Run 1, placed cells, one colour a class:
Scale bar: 20 µm.
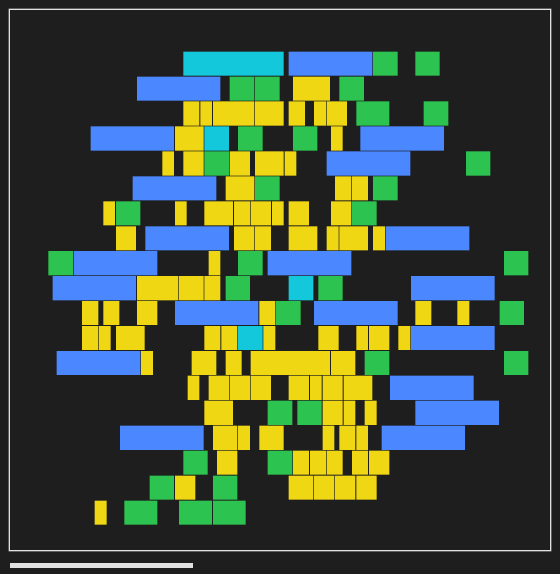
Run 1, clock network drawn from the DEF:
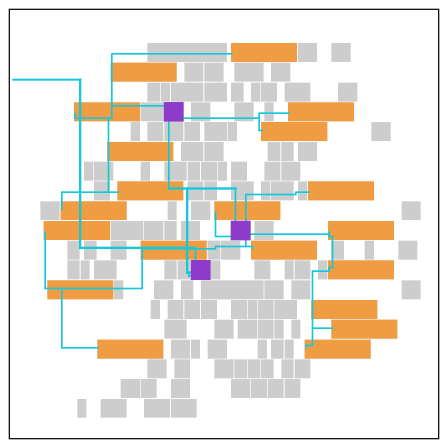
Run 1, signal wires on met1:
Supply wires on this layer in grey. Cells faint in the background.
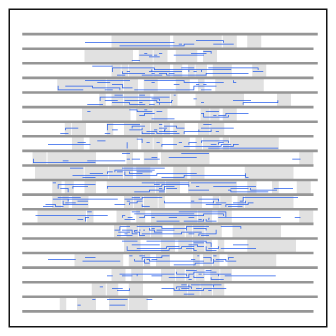
--- src/rtl/tia_biphase_decoder.sv ---
// Two-phase (phi1/phi2) clock protocol checker: strobes legal phase edges, counts cycles, tracks lock.
// Optional stall watchdog enabled by defining TIA_BIPHASE_DECODER_WATCHDOG_EN.
`timescale 1ns/1ps
module tia_biphase_decoder #(
  parameter int STALL_MAX   = 8,
  parameter int LOCK_CYCLES = 2
) (
  input  logic       clk,
  input  logic       rn,
  input  logic       phi1,
  input  logic       phi2,
  input  logic       clr,
  output logic       p1_rise,
  output logic       p2_rise,
  output logic [7:0] cycle_count,
  output logic       locked,
  output logic       err_overlap,
  output logic       err_order,
  output logic       err_stall
);

  localparam int LW = $clog2(LOCK_CYCLES + 1);

  typedef enum logic [2:0] {HUNT, P1, GAP1, P2, GAP2} state_t;

  state_t state, base_next, state_next;
  logic phi1_q, phi2_q;
  logic rise1, fall1, rise2, fall2, overlap;
  logic order_err, set_p1, set_p2;
  logic [LW-1:0] lock_cnt, lock_next;
  logic [7:0] count_next;
  logic locked_next, overlap_next, order_next;

  if (STALL_MAX < 1 || LOCK_CYCLES < 1) begin : g_param_check
    $error("tia_biphase_decoder: STALL_MAX and LOCK_CYCLES must be >= 1");
  end

  assign rise1   = phi1 & ~phi1_q;
  assign fall1   = ~phi1 & phi1_q;
  assign rise2   = phi2 & ~phi2_q;
  assign fall2   = ~phi2 & phi2_q;
  assign overlap = phi1 & phi2;

  always_ff @(posedge clk or negedge rn) begin
    if (!rn) state <= HUNT;
    else     state <= state_next;
  end

  // Overlap beats every per-state transition; order errors are wrong-phase rises inside a gap.
  always_comb begin
    base_next = state;
    order_err = 1'b0;
    set_p1    = 1'b0;
    set_p2    = 1'b0;
    if (overlap) begin
      base_next = HUNT;
    end else begin
      case (state)
        HUNT: if (rise1) begin base_next = P1; set_p1 = 1'b1; end
        P1:   if (fall1) base_next = GAP1;
        GAP1: begin
          if (rise1) begin
            base_next = HUNT;
            order_err = 1'b1;
          end else if (rise2) begin
            base_next = P2;
            set_p2    = 1'b1;
          end
        end
        P2:   if (fall2) base_next = GAP2;
        GAP2: begin
          if (rise2) begin
            base_next = HUNT;
            order_err = 1'b1;
          end else if (rise1) begin
            base_next = P1;
            set_p1    = 1'b1;
          end
        end
        default: base_next = HUNT;
      endcase
    end
  end

`ifdef TIA_BIPHASE_DECODER_WATCHDOG_EN
  localparam int SW = $clog2(STALL_MAX + 1);
  logic [SW-1:0] stall_cnt, stall_cnt_next;
  logic stall_err, stall_flag_next;

  // A stall fires on the cycle the counter would reach STALL_MAX without any state change.
  always_comb begin
    stall_err       = (state != HUNT) && (base_next == state) &&
                      (int'(stall_cnt) == STALL_MAX - 1);
    state_next      = stall_err ? HUNT : base_next;
    stall_cnt_next  = (state_next == HUNT || base_next != state) ? '0 : stall_cnt + SW'(1);
    stall_flag_next = stall_err | (err_stall & ~clr);
  end

  always_ff @(posedge clk or negedge rn) begin
    if (!rn) begin
      stall_cnt <= '0;
      err_stall <= 1'b0;
    end else begin
      stall_cnt <= stall_cnt_next;
      err_stall <= stall_flag_next;
    end
  end
`else
  assign state_next = base_next;
  assign err_stall  = 1'b0;
`endif

  // An increment coinciding with clr lands as 1; entering HUNT drops lock in the same cycle.
  always_comb begin
    count_next = clr ? 8'd0 : cycle_count;
    if (set_p2) count_next = clr ? 8'd1 : cycle_count + 8'd1;
    lock_next = lock_cnt;
    if (state_next == HUNT)
      lock_next = '0;
    else if (set_p2 && lock_cnt != LW'(LOCK_CYCLES))
      lock_next = lock_cnt + LW'(1);
    locked_next  = (lock_next == LW'(LOCK_CYCLES));
    overlap_next = overlap | (err_overlap & ~clr);
    order_next   = order_err | (err_order & ~clr);
  end

  always_ff @(posedge clk or negedge rn) begin
    if (!rn) begin
      phi1_q      <= 1'b0;
      phi2_q      <= 1'b0;
      p1_rise     <= 1'b0;
      p2_rise     <= 1'b0;
      cycle_count <= 8'd0;
      lock_cnt    <= '0;
      locked      <= 1'b0;
      err_overlap <= 1'b0;
      err_order   <= 1'b0;
    end else begin
      phi1_q      <= phi1;
      phi2_q      <= phi2;
      p1_rise     <= set_p1;
      p2_rise     <= set_p2;
      cycle_count <= count_next;
      lock_cnt    <= lock_next;
      locked      <= locked_next;
      err_overlap <= overlap_next;
      err_order   <= order_next;
    end
  end

endmodule

--- config.mk ---
export PLATFORM = sky130hd
export DESIGN_NAME = tia_biphase_decoder
export DESIGN_NICKNAME = d
export VERILOG_FILES = /design/src/rtl/tia_biphase_decoder.sv
export SDC_FILE = /design/constraint.sdc
export NUM_CORES = 1
export LEC_CHECK = 0
export CORE_MARGIN = 2
export CORE_UTILIZATION = 35
export DETAILED_ROUTE_END_ITERATION = 8
export PLACE_DENSITY = 0.66
export SETUP_SLACK_MARGIN = 0.02
export SKIP_LAST_GASP = 1
export SLEW_MARGIN = 20
export SYNTH_ARGS = -nofsm -noshare
export SYNTH_HDL_FRONTEND = slang
export SYNTH_SLANG_ARGS = --single-unit
--- constraint.sdc ---
create_clock -name clk -period 1.7 [get_ports clk]
set_input_delay 0.255 -clock clk [delete_from_list [all_inputs] [get_ports clk]]
set_output_delay 0.255 -clock clk [all_outputs]
set_load 0.05 [all_outputs]
==> impl_metrics.tcl, run 1 <==
# implementation run metrics
set metrics [dict create \
    grtUsageMet2_pct 23.7 \
    most_common_cell "dfrtp_1" \
    pg_comb_uw 389 \
    pg_clk_uw 392 \
    ys_area_um2 1050 \
    yosysWarnings 0 \
    cts.repair.resized 0 \
    hold_violations 0 \
    clkCellAreaFrac_pct 3.81 \
    place_congestion 0.823 \
    cp-start-kind "input pin" \
    grt.overflow.total 0 \
    status "finished with violations" \
    final_cells 176 \
    tap_cells 31 \
    met1_length_um 1030 \
    chipArea_um2 3470 \
    sh_comb_area_pct 36.8 \
    cp_data_arrival_time_ns 1.78 \
    ys_top_logic_family "simple AND/OR/NAND/NOR gates" \
    first_iter_violations 21 \
    topCellsByArea "dfrtp_1 47%, nor2b_1 5.3%, a21oi_1 4.7%" \
    track_usage_pct 14.6 \
    critPathLaunch "phi1" \
    port_buffers 17 \
    routedWlPerCell_um 12.2 \
    clkTransAtPathRegs_ns 0.12 \
    lay_top_count "buf_4" \
    violations "DRC" \
    met2RoutedLength_um 1020 \
    fmaxAchievable_mhz 647 \
    layout.area.comb_um2 508 \
    place_ws_ns -0.182 \
    ant_nets 0 \
    post-route-drc-count 1 \
    period_used_pct 91.0 \
]
## Picture notes: 'placed cells, one colour a class'
legend:
  other buffers and delay cells:
    colour: green
    cells: 33
    share_of_their_area: 19%
  flops:
    colour: blue
    cells: 20
    share_of_their_area: 37%
  all other logic:
    colour: yellow
    cells: 88
    share_of_their_area: 40%
  clock drivers and dummy loads:
    colour: cyan
    cells: 4
    share_of_their_area: 3.9%

## Picture notes: 'clock network drawn from the DEF'
legend:
  clock wires:
    colour: cyan
    length: 282 µm
  cells driving clock nets:
    colour: purple
    count: 3
  flip-flops:
    colour: orange
    count: 20
routed clock nets: 4

## Picture notes: 'signal wires on met1'
main direction: horizontal
longest straight run: 16.6 µm
Total Wirelength: 2160 µm
vias: 881

Run 1, clock routing:
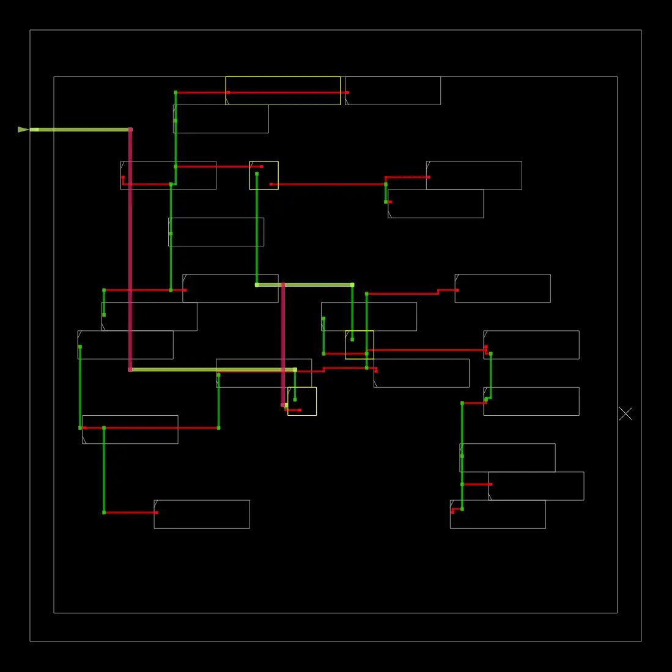

==> run 2: changes to the inputs <==
--- a/config.mk
+++ b/config.mk
@@ -5,10 +5,12 @@
 export SDC_FILE = /design/constraint.sdc
 export NUM_CORES = 1
 export LEC_CHECK = 0
+export CELL_PAD_IN_SITES_DETAIL_PLACEMENT = 0
+export CELL_PAD_IN_SITES_GLOBAL_PLACEMENT = 2
 export CORE_MARGIN = 2
-export CORE_UTILIZATION = 35
+export CORE_UTILIZATION = 31
 export DETAILED_ROUTE_END_ITERATION = 8
-export PLACE_DENSITY = 0.66
+export PLACE_DENSITY = 0.86
 export SETUP_SLACK_MARGIN = 0.02
 export SKIP_LAST_GASP = 1
 export SLEW_MARGIN = 20
Run 2, clock routing:
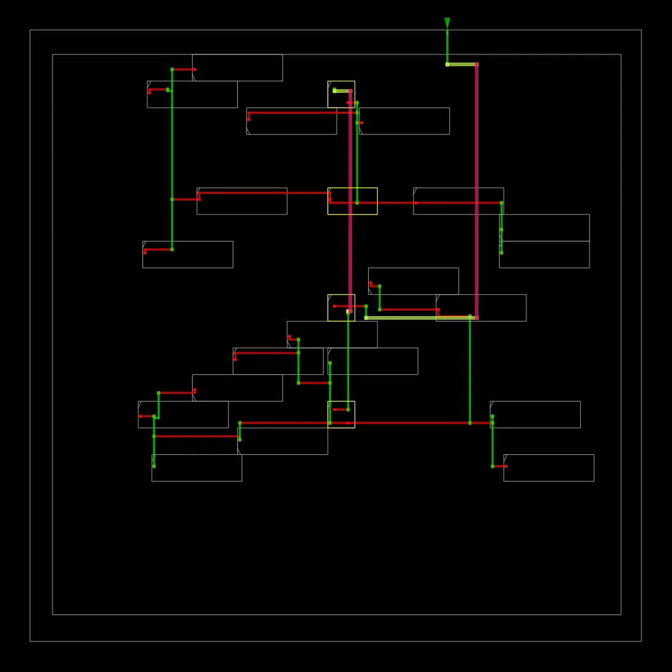
clk_lat worst skew: 0.31 ns
clk pwr: 283 µW

==> run 2 against run 1 <==
Net effect: the flow now finishes without violations; sequential cell count did not move; total power fell by 7.8%; wire length rose by 6.5%; highest routed layer unchanged; cell area rose by 0.18%; first-iteration DRC count rose by 110%; critical path type unchanged; critical endpoint unchanged; count of clock-buffer cells in the layout rose by 1.
==> impl_metrics.tcl, run 2 <==
# implementation run metrics
set metrics [dict create \
    cts.repair.resized 0 \
    sh_comb_area_pct 36.7 \
    lay_top_count "buf_4" \
    track_usage_pct 13.1 \
    post-route-drc-count 0 \
    status "finished, final reports clean" \
    topCellsByArea "dfrtp_1 47%, nor2b_1 5.3%, a21oi_1 4.7%" \
    hold_violations 0 \
    routedWlPerCell_um 12.0 \
    tap_cells 46 \
    most_common_cell "dfrtp_1" \
    period_used_pct 92.3 \
    final_cells 191 \
    grtUsageMet2_pct 20.4 \
    met1_length_um 1080 \
    first_iter_violations 44 \
    clkTransAtPathRegs_ns 0.12 \
    place_ws_ns -0.202 \
    clkCellAreaFrac_pct 2.62 \
    critPathLaunch "phi1" \
    layout.area.comb_um2 508 \
    cp-start-kind "input pin" \
    ys_top_logic_family "simple AND/OR/NAND/NOR gates" \
    vias 893 \
    place_congestion 0.868 \
]
Run 2, clock network drawn from the DEF:
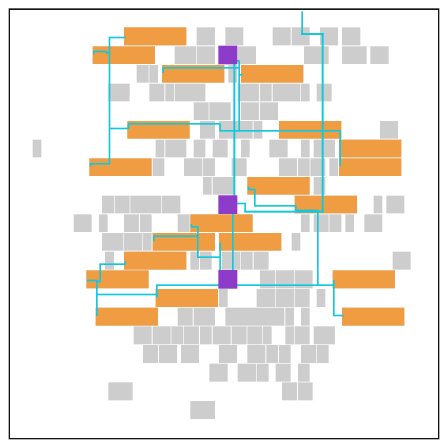

==> run 3: changes to the inputs <==
--- a/config.mk
+++ b/config.mk
@@ -7,7 +7,6 @@
 export LEC_CHECK = 0
 export CELL_PAD_IN_SITES_DETAIL_PLACEMENT = 0
 export CELL_PAD_IN_SITES_GLOBAL_PLACEMENT = 2
-export CORE_MARGIN = 2
 export CORE_UTILIZATION = 31
 export DETAILED_ROUTE_END_ITERATION = 8
 export PLACE_DENSITY = 0.86
Run 3, clock network drawn from the DEF:
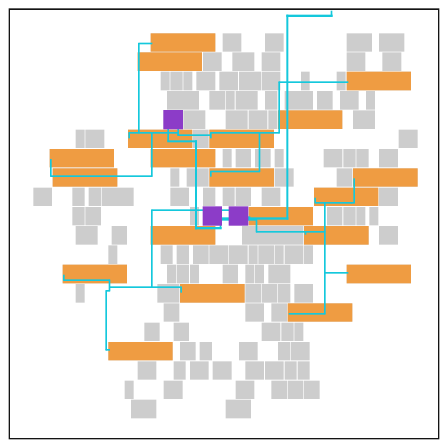
legend:
  cells driving clock nets:
    colour: purple
    count: 3
  flip-flops:
    colour: orange
    count: 20
  clock wires:
    colour: cyan
    length: 263 µm
routed clock nets: 4
Clk pwr share: 19.2%
Layout Skew: 0.00250 ns
clk_lat worst skew: 0.29 ns
clk pwr: 222 µW

==> run 3 against run 2 <==
Net effect: wire length is 0.39% lower; sequential power hardly changed; sequential cell count stayed put; sequential share of layout area is 0.23 points higher; largest cell class unchanged; die area is 6.3% lower; clock power is 22% lower; global-route usage is 0.80 points higher; non-clock buffer count is 1 higher; combinational power hardly changed; register-to-register slack better by 0.02 ns; cell area is 0.63% lower; critical endpoint unchanged; synthesized cell count stayed put.
==> impl_metrics.tcl, run 3 <==
# implementation run metrics
set metrics [dict create \
    place_ws_ns -0.191 \
    sh_comb_area_pct 37.0 \
    port_buffers 17 \
    track_usage_pct 13.9 \
    place_congestion 0.800 \
    pg_comb_uw 399 \
    vias 901 \
    largest_area_cell "dfrtp_1" \
    post-route-drc-count 0 \
    ys_area_um2 1050 \
    cp_data_arrival_time_ns 1.83 \
    met2RoutedLength_um 1130 \
    routedWlPerCell_um 12.1 \
    critPathBufInv 1 \
    met1_length_um 1060 \
    ctsHoldBuffers 0 \
    final_cells 189 \
    critPathMaxFanout 5 \
    synth_cell_types 31 \
    ant_nets 0 \
    powerDensity_nw_per_um2 842 \
    clkTransAtPathRegs_ns 0.11 \
    hold_violations 0 \
    tap_cells 44 \
    chipArea_um2 3640 \
    topCellsByArea "dfrtp_1 47%, nor2b_1 5.3%, a21oi_1 4.7%" \
    routed_wl_um 2290 \
    first_iter_violations 27 \
    fillers 317 \
    clkCellAreaFrac_pct 1.64 \
    drive_gt1_share_pct 24.8 \
    period_needed_ns 1.60 \
    ys_top_logic_family "simple AND/OR/NAND/NOR gates" \
    most_common_cell "dfrtp_1" \
    signal_buffers 34 \
    rsz0062_at_grt "no" \
    cts.repair.resized 0 \
    area_delta_synth_final_pct 30.2 \
    critPathLaunch "phi1" \
    fmaxAchievable_mhz 624 \
    seq_area_um2 500 \
    grt.overflow.total 0 \
    yosysWarnings 0 \
    regMostFlops "cycle_count" \
    status "finished, final reports clean" \
    top_cell_area_share_pct 47.4 \
    lay_top_count "buf_4" \
    grtUsageMet2_pct 23.4 \
    period_used_pct 94.3 \
]

==> screenshots <==
Drive-strength map.
Plate I
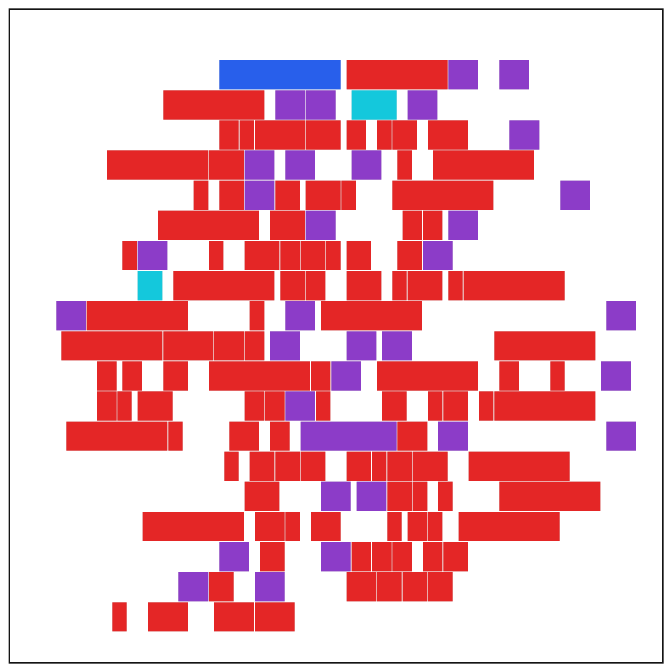
Plate II
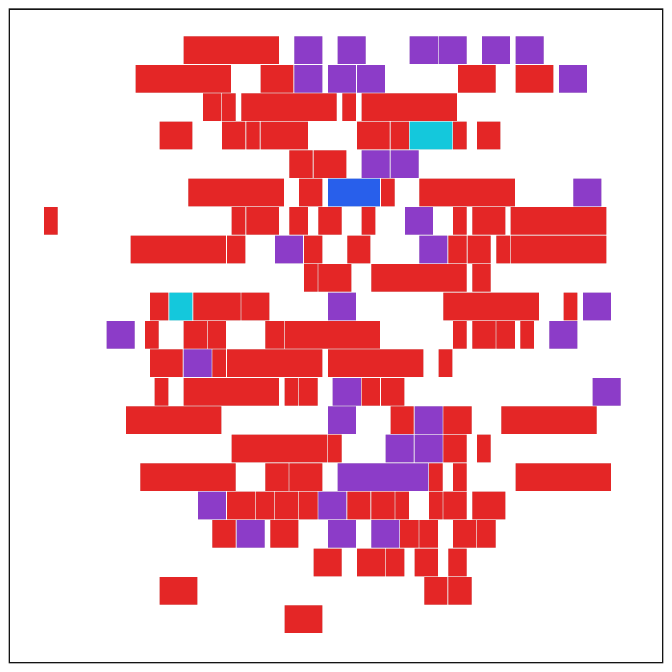
Plate III
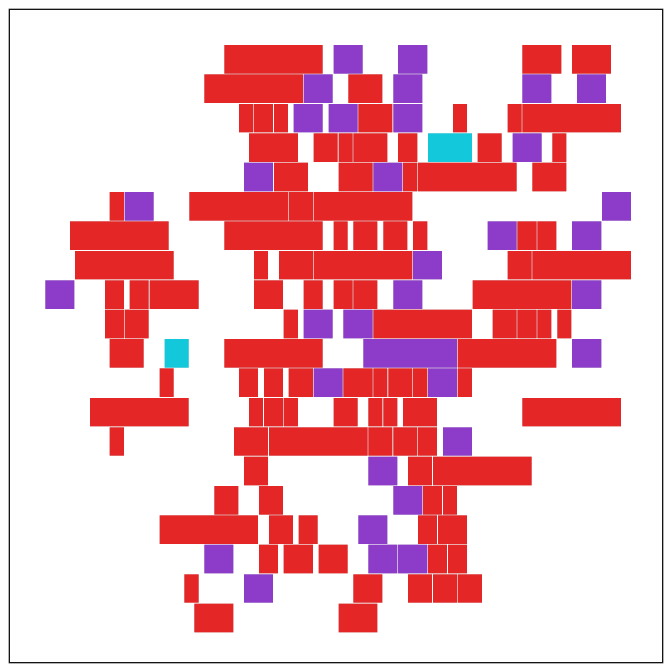
Plate I comes from run 1.
Plate III comes from run 3.
Plate II comes from run 2.

Key to Plate III:
legend:
  drive 2:
    colour: cyan
    cells: 2
    share: 1.4%
  drive 1 or less:
    colour: red
    cells: 109
    share: 75%
    most_used: dfrtp_1
  drive 3 to 4:
    colour: purple
    cells: 34
    share: 23%
    most_used: buf_4

Power and IR drop assume default switching activity.
